`src/rtl/fir_sched_ctrl.sv`:
```
// Sequencer for the FIR datapath: downloads symmetric coefficients, paces
// input samples into the filter and forwards results to the output FIFO.
module fir_sched_ctrl #(
    parameter int HALF_TAPS   = 50,
    parameter int SAMPLE_DIV  = 4,
    parameter int ACK_TIMEOUT = 16
) (
    input  logic        clk,
    input  logic        rst,
    input  logic        start,
    input  logic        coef_valid,
    output logic        coef_ready,
    input  logic [15:0] coef_data,
    input  logic        coef_reload,
    output logic        fir_coef_valid,
    output logic [5:0]  fir_coef_idx,
    output logic [15:0] fir_coef_data,
    input  logic        fir_coef_done,
    input  logic        in_fifo_empty,
    output logic        in_fifo_rd_en,
    input  logic [15:0] in_fifo_dout,
    output logic        fir_en,
    output logic [15:0] fir_xin,
    input  logic        fir_valid,
    input  logic [15:0] fir_yout,
    input  logic        out_fifo_full,
    output logic        out_fifo_wr_en,
    output logic [15:0] out_fifo_din,
    output logic        busy,
    output logic [15:0] sample_cnt,
    output logic        drop_err,
    output logic        ack_err,
    output logic [2:0]  o_dbg_state
);

    // Handshakes: a coefficient word transfers on a clock edge where
    // coef_valid && coef_ready; the input FIFO pops on an edge with
    // in_fifo_rd_en high and presents the word in the following cycle.
    typedef enum logic [2:0] {
        S_IDLE      = 3'd0,
        S_LOAD      = 3'd1,
        S_WAIT_ACK  = 3'd2,
        S_RUN_IDLE  = 3'd3,
        S_RUN_FETCH = 3'd4,
        S_RUN_EN    = 3'd5,
        S_ERR       = 3'd6
    } state_t;

    localparam int PACE_W = (SAMPLE_DIV > 1) ? $clog2(SAMPLE_DIV) : 1;
    localparam int TO_W   = (ACK_TIMEOUT > 1) ? $clog2(ACK_TIMEOUT) : 1;
    localparam logic [5:0]        LAST_IDX  = 6'(HALF_TAPS - 1);
    localparam logic [PACE_W-1:0] LAST_PACE = PACE_W'(SAMPLE_DIV - 1);
    localparam logic [TO_W-1:0]   LAST_TO   = TO_W'(ACK_TIMEOUT - 1);

    state_t             r_state;
    logic [5:0]         r_idx;
    logic [PACE_W-1:0]  r_pace;
    logic [TO_W-1:0]    r_to;
    logic               r_reload_pending;
    logic               r_coef_valid;
    logic [5:0]         r_coef_idx;
    logic [15:0]        r_coef_data;
    logic               r_fir_en;
    logic [15:0]        r_xin;
    logic [15:0]        r_sample_cnt;
    logic               r_ack_err;
    logic               r_wr_en;
    logic [15:0]        r_dout;
    logic               r_drop_err;

    logic w_run;
    logic w_fetch;
    logic w_coef_hs;

    assign w_run = (r_state == S_RUN_IDLE) || (r_state == S_RUN_FETCH) ||
                   (r_state == S_RUN_EN);
    // A pending reload takes priority over fetching a new sample.
    assign w_fetch = (r_state == S_RUN_IDLE) && !r_reload_pending &&
                     !in_fifo_empty && !out_fifo_full && !rst;
    assign w_coef_hs = coef_valid && coef_ready;

    assign coef_ready     = (r_state == S_LOAD);
    assign in_fifo_rd_en  = w_fetch;
    assign busy           = (r_state != S_IDLE);
    assign o_dbg_state    = r_state;
    assign fir_coef_valid = r_coef_valid;
    assign fir_coef_idx   = r_coef_idx;
    assign fir_coef_data  = r_coef_data;
    assign fir_en         = r_fir_en;
    assign fir_xin        = r_xin;
    assign sample_cnt     = r_sample_cnt;
    assign ack_err        = r_ack_err;
    assign out_fifo_wr_en = r_wr_en;
    assign out_fifo_din   = r_dout;
    assign drop_err       = r_drop_err;

    always_ff @(posedge clk) begin
        if (rst) begin
            r_state          <= S_IDLE;
            r_idx            <= '0;
            r_pace           <= '0;
            r_to             <= '0;
            r_reload_pending <= 1'b0;
            r_coef_valid     <= 1'b0;
            r_coef_idx       <= '0;
            r_coef_data      <= '0;
            r_fir_en         <= 1'b0;
            r_xin            <= '0;
            r_sample_cnt     <= '0;
            r_ack_err        <= 1'b0;
        end else begin
            // The RUN_IDLE branch below clears the flag and wins when both happen.
            if (coef_reload && w_run) begin
                r_reload_pending <= 1'b1;
            end
            case (r_state)
                S_IDLE: begin
                    if (start) begin
                        r_idx   <= '0;
                        r_state <= S_LOAD;
                    end
                end
                S_LOAD: begin
                    if (w_coef_hs) begin
                        r_coef_data  <= coef_data;
                        r_coef_idx   <= r_idx;
                        r_coef_valid <= 1'b1;
                        r_idx        <= r_idx + 6'd1;
                        if (r_idx == LAST_IDX) begin
                            r_to    <= '0;
                            r_state <= S_WAIT_ACK;
                        end
                    end
                end
                S_WAIT_ACK: begin
                    if (fir_coef_done) begin
                        r_coef_valid <= 1'b0;
                        r_sample_cnt <= '0;
                        r_state      <= S_RUN_IDLE;
                    end else if (r_to == LAST_TO) begin
                        r_ack_err    <= 1'b1;
                        r_coef_valid <= 1'b0;
                        r_state      <= S_ERR;
                    end else begin
                        r_to <= r_to + 1'b1;
                    end
                end
                S_RUN_IDLE: begin
                    if (r_reload_pending) begin
                        r_reload_pending <= 1'b0;
                        r_idx            <= '0;
                        r_state          <= S_LOAD;
                    end else if (w_fetch) begin
                        r_state <= S_RUN_FETCH;
                    end
                end
                S_RUN_FETCH: begin
                    r_xin    <= in_fifo_dout;
                    r_fir_en <= 1'b1;
                    r_pace   <= '0;
                    r_state  <= S_RUN_EN;
                end
                S_RUN_EN: begin
                    if (r_pace == LAST_PACE) begin
                        r_fir_en     <= 1'b0;
                        r_sample_cnt <= r_sample_cnt + 16'd1;
                        r_state      <= S_RUN_IDLE;
                    end else begin
                        r_pace <= r_pace + 1'b1;
                    end
                end
                S_ERR: begin
                    r_coef_valid <= 1'b0;
                    r_fir_en     <= 1'b0;
                    if (start) begin
                        r_ack_err <= 1'b0;
                        r_idx     <= '0;
                        r_state   <= S_LOAD;
                    end
                end
                default: r_state <= S_IDLE;
            endcase
        end
    end

    // Result path runs regardless of sequencer state.
    always_ff @(posedge clk) begin
        if (rst) begin
            r_wr_en    <= 1'b0;
            r_dout     <= '0;
            r_drop_err <= 1'b0;
        end else begin
            r_wr_en <= fir_valid && !out_fifo_full;
            if (fir_valid && !out_fifo_full) begin
                r_dout <= fir_yout;
            end
            if (fir_valid && out_fifo_full) begin
                r_drop_err <= 1'b1;
            end
        end
    end

endmodule
```
`config.mk`:
```
export PLATFORM = sky130hd
export DESIGN_NAME = fir_sched_ctrl
export DESIGN_NICKNAME = d
export VERILOG_FILES = /design/src/rtl/fir_sched_ctrl.sv
export SDC_FILE = /design/constraint.sdc
export NUM_CORES = 1
export LEC_CHECK = 0
export CAP_MARGIN = 5
export CORE_UTILIZATION = 45
export DETAILED_ROUTE_END_ITERATION = 10
export GPL_TIMING_DRIVEN = 1
export PLACE_DENSITY_LB_ADDON = 0.08
export SKIP_LAST_GASP = 1
export SLEW_MARGIN = 30
export SYNTH_ARGS = -nofsm -noshare
export SYNTH_HDL_FRONTEND = slang
export SYNTH_SLANG_ARGS = --single-unit
export TNS_END_PERCENT = 5
```
`constraint.sdc`:
```
create_clock -name clk -period 4.81 [get_ports clk]
set_input_delay 1.443 -clock clk [delete_from_list [all_inputs] [get_ports clk]]
set_output_delay 1.443 -clock clk [all_outputs]
set_load 0.05 [all_outputs]
```
==> deck_impl_summary.md <==
Synthesis and Place & Route Summary

Critical path
  • R2r endpoint: sample_cnt[6]
  • R2R depth: 5
  • Delay-heaviest family, CP: simple AND/OR/NAND/NOR gates
  • Worst Setup End Kind: output pin
  • Largest stage delay on the critical path: 0.46 ns
  • WP buf/inv: 2
  • FF-to-FF Start: o_dbg_state[2]
  • Worst Path Arrival: 2.74 ns
  • Worst-path maximum fanout: 4
  • Critical Path, Cell by Cell: clkdlybuf4s50_1 -> nor3_1 -> and4b_1 -> buf_12
  • Critical Setup Path Class: in -> out
  • Total number of cells along the worst setup path: 4
  • CP Launch Point: out_fifo_full
  • Worst path slowest cell: clkdlybuf4s50_1

Global route
  • Largest net degree at the start of global routing: 75
  • Overflow after GRT: 0
  • Initial antenna violation count: 0
  • Vias in the first global route: 3303

Drt
  • Drt pass-1 iters: 4
  • Iteration-0 DRC Markers: 159
  • Post-DRT Antenna Nets: 0
  • Vias/cell: 5.254
  • Via count: 3741
  • Final wirelength: 9669 um

Timing
  • Skew final: 0.01146 ns
  • Pins over their slew limit: 0
  • WHS: 0.4559 ns
  • Maximum clock rate: 0.2392 GHz
  • Final worst setup slack: 0.6293 ns

Synth
  • Syn_nets: 544
  • Number of enable flip-flop cells: 0
  • YS chip area: 3891 um2
  • Xor/xnor share: 1.125%
  • Top cells by count: 120 x nand2_1, 91 x dfxtp_1, 76 x a21oi_1, 22 x clkbuf_1, 21 x nor2_1
  • Count leader, synth: nand2_1
  • Synth Seq Share: 46.82%
  • Library cells used by synthesis: 50
  • Mux frac, synth: 2.347%
  • Synth Warn #: 0
  • Netlist Area Pre-Place: 3891 um2
  • AO/OA Area Share: 17.30%

Min path
  • Worst Hold Launch: out_fifo_din[15]

Cells and area
  • Layout cells sized above 1: 4.778%
  • Cell area after layout: 5502 um2
  • Fin cells: 712
  • Diode count: 0

Run
  • Total tool warning count: 27

Status
  • Status: complete, no violations

Clocking
  • H-Tree Depth: 3
  • # Post-CTS Setup Buffers: 0
  • Bufs on Longest Clock Path: 2
  • Post_cts resized: 0
  • Worst-path clk slew: 0.08 ns

Pwr
  • Sequential share of power: 41.3%
  • Switching share of total power: 36.08%
  • P_leak: 1.876 nW
  • Peak supply drop: 0.0001897 V
  • Part of the power in combinational logic: 32.8%

Place
  • HPWL after DPL: 6759 um
  • Port buffer count: 137

Floorplanning
  • Die H: 94.99 um
  • Die width: 94.99 um
  • Core area: 8299 um2
  • Die area: 9023 um2
==> placed cells by master (no fill, tap or decap), types with 2 or more instances in the layout <==
master and instances:
clkdlybuf4s50_1 135, nand2_1 120, dfxtp_1 91, a21oi_1 76, nor2_1 20, o21ai_0 19
or3_1 10, clkbuf_8 9, inv_1 8, nand2b_1 8, mux2i_1 8, nand3_1 7
nor2b_1 5, nand4_1 5, or4_1 5, xor2_1 5, ha_1 5, buf_4 5
a31oi_1 4, nor3b_1 4, o211ai_1 4, and4b_1 3, and2_1 3, and3_1 3
o31ai_1 3, nor3_1 2, nor4b_1 2, and4_1 2, a22oi_1 2, a211oi_1 2
a2bb2oi_1 2, inv_6 2, clkinv_4 2
==> final cells by class <==
cell class	count	area [um2]
clock buffers	10	127.6
clock inverters	6	72.57
fillers	698	2798
inverters	8	30.03
multi-input cells	350	1904
flip-flops and latches	91	1822
well taps	105	131.4
repair buffers	142	1414
==> registers in the layout, summed over array words and instances (netlist names) <==
| register | cells |
|---|---|
| ack_err | 1 |
| drop_err | 1 |
| fir_coef_data | 16 |
| fir_coef_idx | 6 |
| fir_coef_valid | 1 |
| fir_en | 1 |
| fir_xin | 16 |
| o_dbg_state | 3 |
| out_fifo_din | 16 |
| out_fifo_wr_en | 1 |
| r_idx | 6 |
| r_pace | 2 |
| r_reload_pending | 1 |
| r_to | 4 |
| sample_cnt | 16 |
==> power by group through the flow <==
stage,clock (mW),combinational [mW],sequential [mW]
floorplan,0,0.307,0.985
global placement,0,0.653,0.847
detailed placement,0,0.657,0.848
CTS,0.537,0.660,0.832
global route,0.564,0.711,0.839
finish,0.521,0.660,0.831
==> layer usage <==
layer  part of all wire [%]  global-route usage, %
met5                      0                      0
met1                     44                  26.54
met2                     47                  35.97
met3                    7.3                  6.280
met4                    1.3                  7.828
**Floorplan with the power grid**

Bar = 20 um. Pins as bars on the die edge.
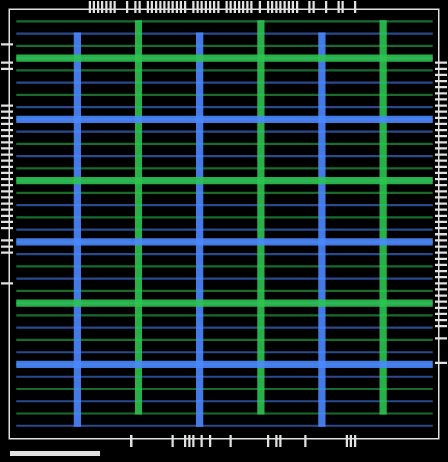
Key: blue = VSS; green = VDD
6 straps on met4. 6 straps on met5. 34 met1 rails follow the rows.

**Routing congestion map**

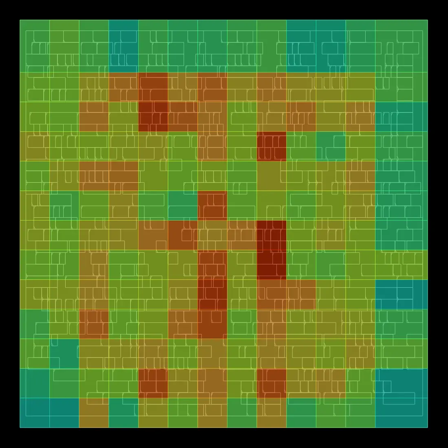
Routed wire per std cell: 13.58 um
total track usage: 21.66%
met1 Use GR: 26.54%

**Wires at chosen ports, followed through buffers**

Bar = 20 um.
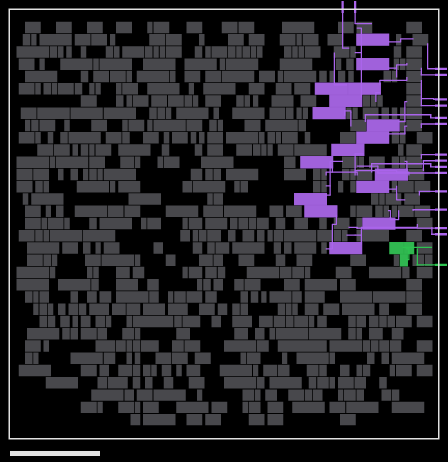
Key: purple = out_fifo_din [bits 16, direction output, edge 14 right, 2 top, end cells 16, buffers 16, wire 292 um]; green = fir_valid [bits 1, direction input, edge right, end cells 3, buffers 1, wire 17.4 um]

Power is estimated from default activity; no workload was simulated.
